### src/rtl/acc_reg_pkg.sv
// Shared CPU constants for the accumulator register: default width and reset contents.
package acc_reg_pkg;

    localparam int unsigned AccWidth  = 8;
    localparam logic        AccRstBit = 1'b0;

    typedef struct packed {
        logic zero;
        logic neg;
        logic parity;
    } acc_flags_t;

endpackage

### src/rtl/acc_reg_flag_gen.sv
// Status flags derived purely combinationally from the registered accumulator value.
module acc_reg_flag_gen
    import acc_reg_pkg::*;
#(
    parameter int unsigned WIDTH = AccWidth
) (
    input  logic [WIDTH-1:0] val_i,
    output acc_flags_t       flags_o
);

    always_comb begin
        flags_o        = '0;
        flags_o.zero   = ~|val_i;
        flags_o.neg    = val_i[WIDTH-1];
        flags_o.parity = ^val_i;
    end

endmodule

### src/rtl/acc_reg.sv
// Accumulator register with load enable, async active-low clear and zero/neg/parity flags.
module acc_reg
    import acc_reg_pkg::*;
#(
    parameter int unsigned WIDTH = AccWidth
) (
    input  logic             clk,
    input  logic             rst_n,
    input  logic             regWrite,
    input  logic [WIDTH-1:0] in,
    output logic [WIDTH-1:0] out,
    output logic             zero,
    output logic             neg,
    output logic             parity
);

    logic [WIDTH-1:0] out_d, out_q;
    acc_flags_t       flags;

    always_comb begin
        out_d = out_q;
        if (regWrite) begin
            out_d = in;
        end
    end

    always_ff @(posedge clk or negedge rst_n) begin
        if (!rst_n) begin
            out_q <= {WIDTH{AccRstBit}};
        end else begin
            out_q <= out_d;
        end
    end

    assign out = out_q;

    acc_reg_flag_gen #(
        .WIDTH(WIDTH)
    ) u_flag_gen (
        .val_i  (out_q),
        .flags_o(flags)
    );

    assign zero   = flags.zero;
    assign neg    = flags.neg;
    assign parity = flags.parity;

endmodule

### config.mk
export PLATFORM = sky130hd
export DESIGN_NAME = acc_reg
export DESIGN_NICKNAME = d
export VERILOG_FILES = /design/src/rtl/acc_reg_pkg.sv /design/src/rtl/acc_reg_flag_gen.sv /design/src/rtl/acc_reg.sv
export SDC_FILE = /design/constraint.sdc
export NUM_CORES = 1
export LEC_CHECK = 0
export ABC_AREA = 0
export CAP_MARGIN = 20
export CORE_AREA = 4 4 41 43
export CTS_CLUSTER_DIAMETER = 30
export CTS_CLUSTER_SIZE = 30
export DETAILED_ROUTE_END_ITERATION = 8
export DIE_AREA = 0 0 45 47
export PLACE_DENSITY = 0.66
export SYNTH_ARGS = -nofsm -noshare
export SYNTH_HDL_FRONTEND = slang
export SYNTH_SLANG_ARGS = --single-unit
### constraint.sdc
create_clock -name clk -period 3.7 [get_ports clk]
set_clock_uncertainty 0.1 [all_clocks]
set_input_delay 0.74 -clock clk [delete_from_list [all_inputs] [get_ports clk]]
set_output_delay 0.74 -clock clk [all_outputs]
set_load 0.01 [all_outputs]
**Cell area per tile**

The die is cut into 9 by 9 equal tiles; white is low, dark blue is high, 0 to 100% covered.
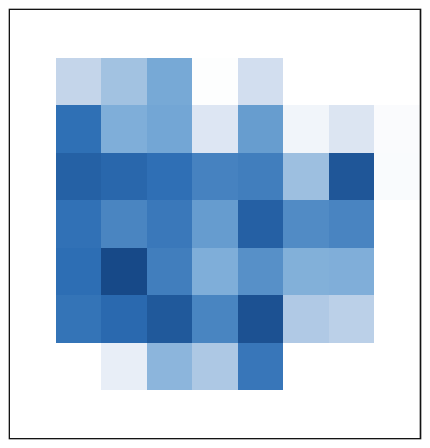
tiles over 75% full: 11%
fullest tile: 90%
mean over tiles: 30%

**Signal wires on met2**

Cells faint in the background.
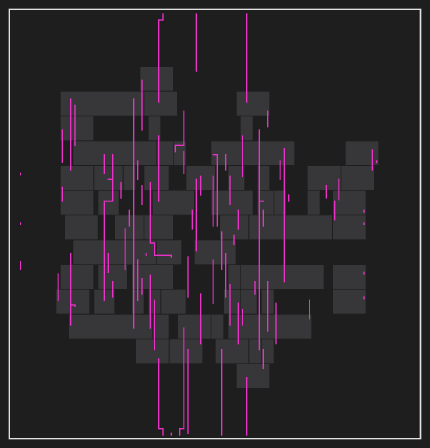
share of all routed wire: 45%
main direction: vertical
wire length on this layer: 352 µm

==> results_dict.tcl <==
# collected from the flow reports
set metrics [dict create \
    met2_usage_pct 12.7 \
    log.warning_count 26 \
    ys.flops 8 \
    area_delta_synth_final_pct 55.9 \
    grt_usage_pct 8.60 \
    ys_top_cells_by_area "dfrtp_1 (48%), ha_1 (12%), inv_1 (7.2%)" \
    drv_slew 0 \
    worstSetupPathType "flop to primary output" \
    drc 0 \
    cp_slowest_stage_delay_ns 0.56 \
    grt_pass1_vias 309 \
    p_per_area_nw_per_um2 394 \
    logic_area_um2 168 \
    whs_ns 0.453 \
    fill_cells 146 \
    rows 13 \
    coreArea_um2 1300 \
    num_vias 349 \
    synth.cell_area_um2 417 \
    min_period_ns 2.68 \
    cts_tree "yes" \
    path_cells "inv_1, ha_1, xor2_1, xnor2_1, clkdlybuf4s50_1" \
    wl_um 780 \
    port_buffers 21 \
    postCtsSetupBuffers 0 \
    p_leak_uw 0.000300 \
    synthAdderAreaFrac_pct 12.0 \
    p_sw_share_pct 26.9 \
    slew_headroom_pct 62.6 \
    fin_setup_tns_ns 0 \
    die_y_um 47 \
    wire_per_inst_um 9.87 \
    max_freq_mhz 373 \
    intPower_uw 187 \
    pwr-share-clk_pct 25.3 \
    clockRootBuffer "clkbuf_4" \
    synthTopLogicFamily "adder cells" \
    clk_latency_ns 0.24 \
    fin_crit_sh_pct 72.4 \
    crit_slowest_cell "clkdlybuf4s50_1" \
    cp-start-kind "flop" \
    ios 22 \
    postRouteAntennaNets 0 \
    lay_top_cells "clkdlybuf4s50_1 (21), inv_1 (8), dfrtp_1 (8), nand2_1 (6)" \
    status "complete, no violations" \
    nNetsFinal 81 \
    ys_seq_share_pct 48.0 \
    pwr-share-seq_pct 38.9 \
    top_cell_area_share_pct 48.0 \
    synth_cell_types 13 \
    drt-vias-per-instance 4.42 \
    min_from "out[3]$_DFFE_PN0P_" \
    firstDrtPassIters 4 \
    cts.sinks 8 \
    grt_max_degree 17 \
    antenna_found_initial 0 \
    xor_share_pct 6.31 \
    initCoreUtil_pct 32.0 \
    cts_buffers 3 \
    setup_violations 0 \
]
**Logic cells by family**

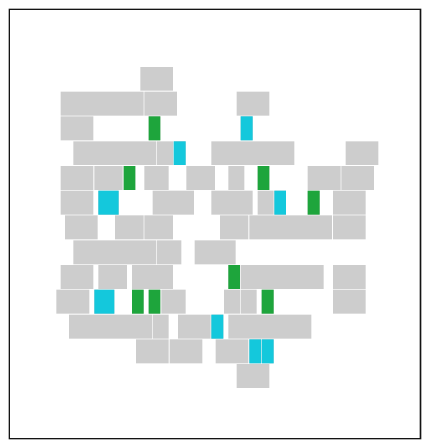
legend:
  cyan:
    family: NAND gates
    cells: 8
    most_used: nand2_1
  green:
    family: inverters
    cells: 8
    most_used: inv_1
    where: middle
combinational share of cell area: 25.8%
Finished Layout Cells: 79
dominant logic cell type in the layout: clkdlybuf4s50_1

**M1 wires**

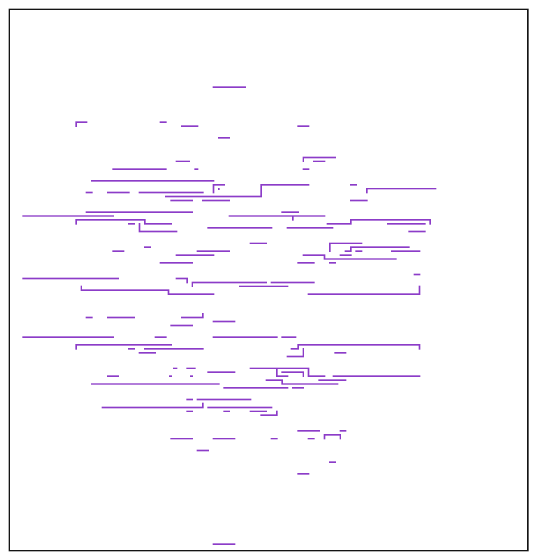
nets with wire on the layer: 67
wire length on this layer: 350 µm
longest straight run: 11.0 µm
share of all routed wire: 45%
main direction: horizontal

## Yosys cell counts, drive strengths merged
| master | instances |
|---|---|
| ha | 4 |
| xnor2 | 2 |
| xor2 | 1 |
| dfrtp | 8 |
| buf | 2 |
| nand2 | 8 |
| o21ai | 8 |
| inv | 8 |
| and4 | 1 |
## critical path, delay by kind of cell (launching register included)
| family | cells | cell delay (ns) |
|---|---|---|
| buf+inv | 2 | 0.62 |
| flops | 1 | 0.36 |
| xor+xnor | 2 | 0.33 |
| fa+ha+maj | 1 | 0.28 |
## power groups by stage
stage / clock (µW) / sequential (µW) / combinational (µW)
finish: 64.6 / 99.5 / 91.5
global route: 74.0 / 101 / 101
CTS: 67.7 / 99.6 / 93.6
detailed placement: 0 / 101 / 92.4
global placement: 0 / 101 / 93.2
floorplan: 0 / 105 / 39.6
## final timing paths
| kind | slack (ns) | cells after the start | endpoint |
|---|---|---|---|
| max | 1.02 | 5 | parity |
| max reg2reg | 2.92 | 2 | out[7]$_DFFE_PN0P_ |
| min | 0.45 | 2 | out[3]$_DFFE_PN0P_ |
| min reg2reg | 0.45 | 2 | out[3]$_DFFE_PN0P_ |
| min in group asynchronous | 0.67 | 1 | out[0]$_DFFE_PN0P_ |
| max in group asynchronous | 2.56 | 1 | out[5]$_DFFE_PN0P_ |
## cell families after synthesis
kind of cell	count (synthesis)
compound gates	8
xor+xnor	3
fa+ha+maj	4
buf+inv	10
flops	8
simple gates	9
## per-stage QoR
| stage | total power [µW] | area [µm²] | utilization [%] | cells |
|---|---|---|---|---|
| after global placement | 194 | 627 | 48.2 | 76 |
| final | 256 | 649 | 49.9 | 79 |
| after CTS | 261 | 649 | 49.9 | 79 |
| after detailed placement | 193 | 627 | 48.2 | 76 |
| after global routing | 276 | 649 | 49.9 | 79 |
| after floorplan | 144 | 417 | - | 42 |
## per-layer routing
layer / up-vias / routed length [µm] / part of all wire (%)
li1: 178 / - / -
met1: 155 / 350 / 45
met2: 14 / 351 / 45
met3: 2 / 72 / 9.2
met4: 0 / 6 / 0.77
met5: - / 0 / 0
## layout make-up
| cell class | instances | area share (%) |
|---|---|---|
| Inverter | 8 | 4.62 |
| Sequential cell | 8 | 30.8 |
| Clock buffer | 3 | 3.47 |
| Multi-Input combinational cell | 24 | 25.8 |
| Tap cell | 15 | 2.89 |
| Timing Repair Buffer | 21 | 32.4 |
Power is estimated from default activity; no workload was simulated.
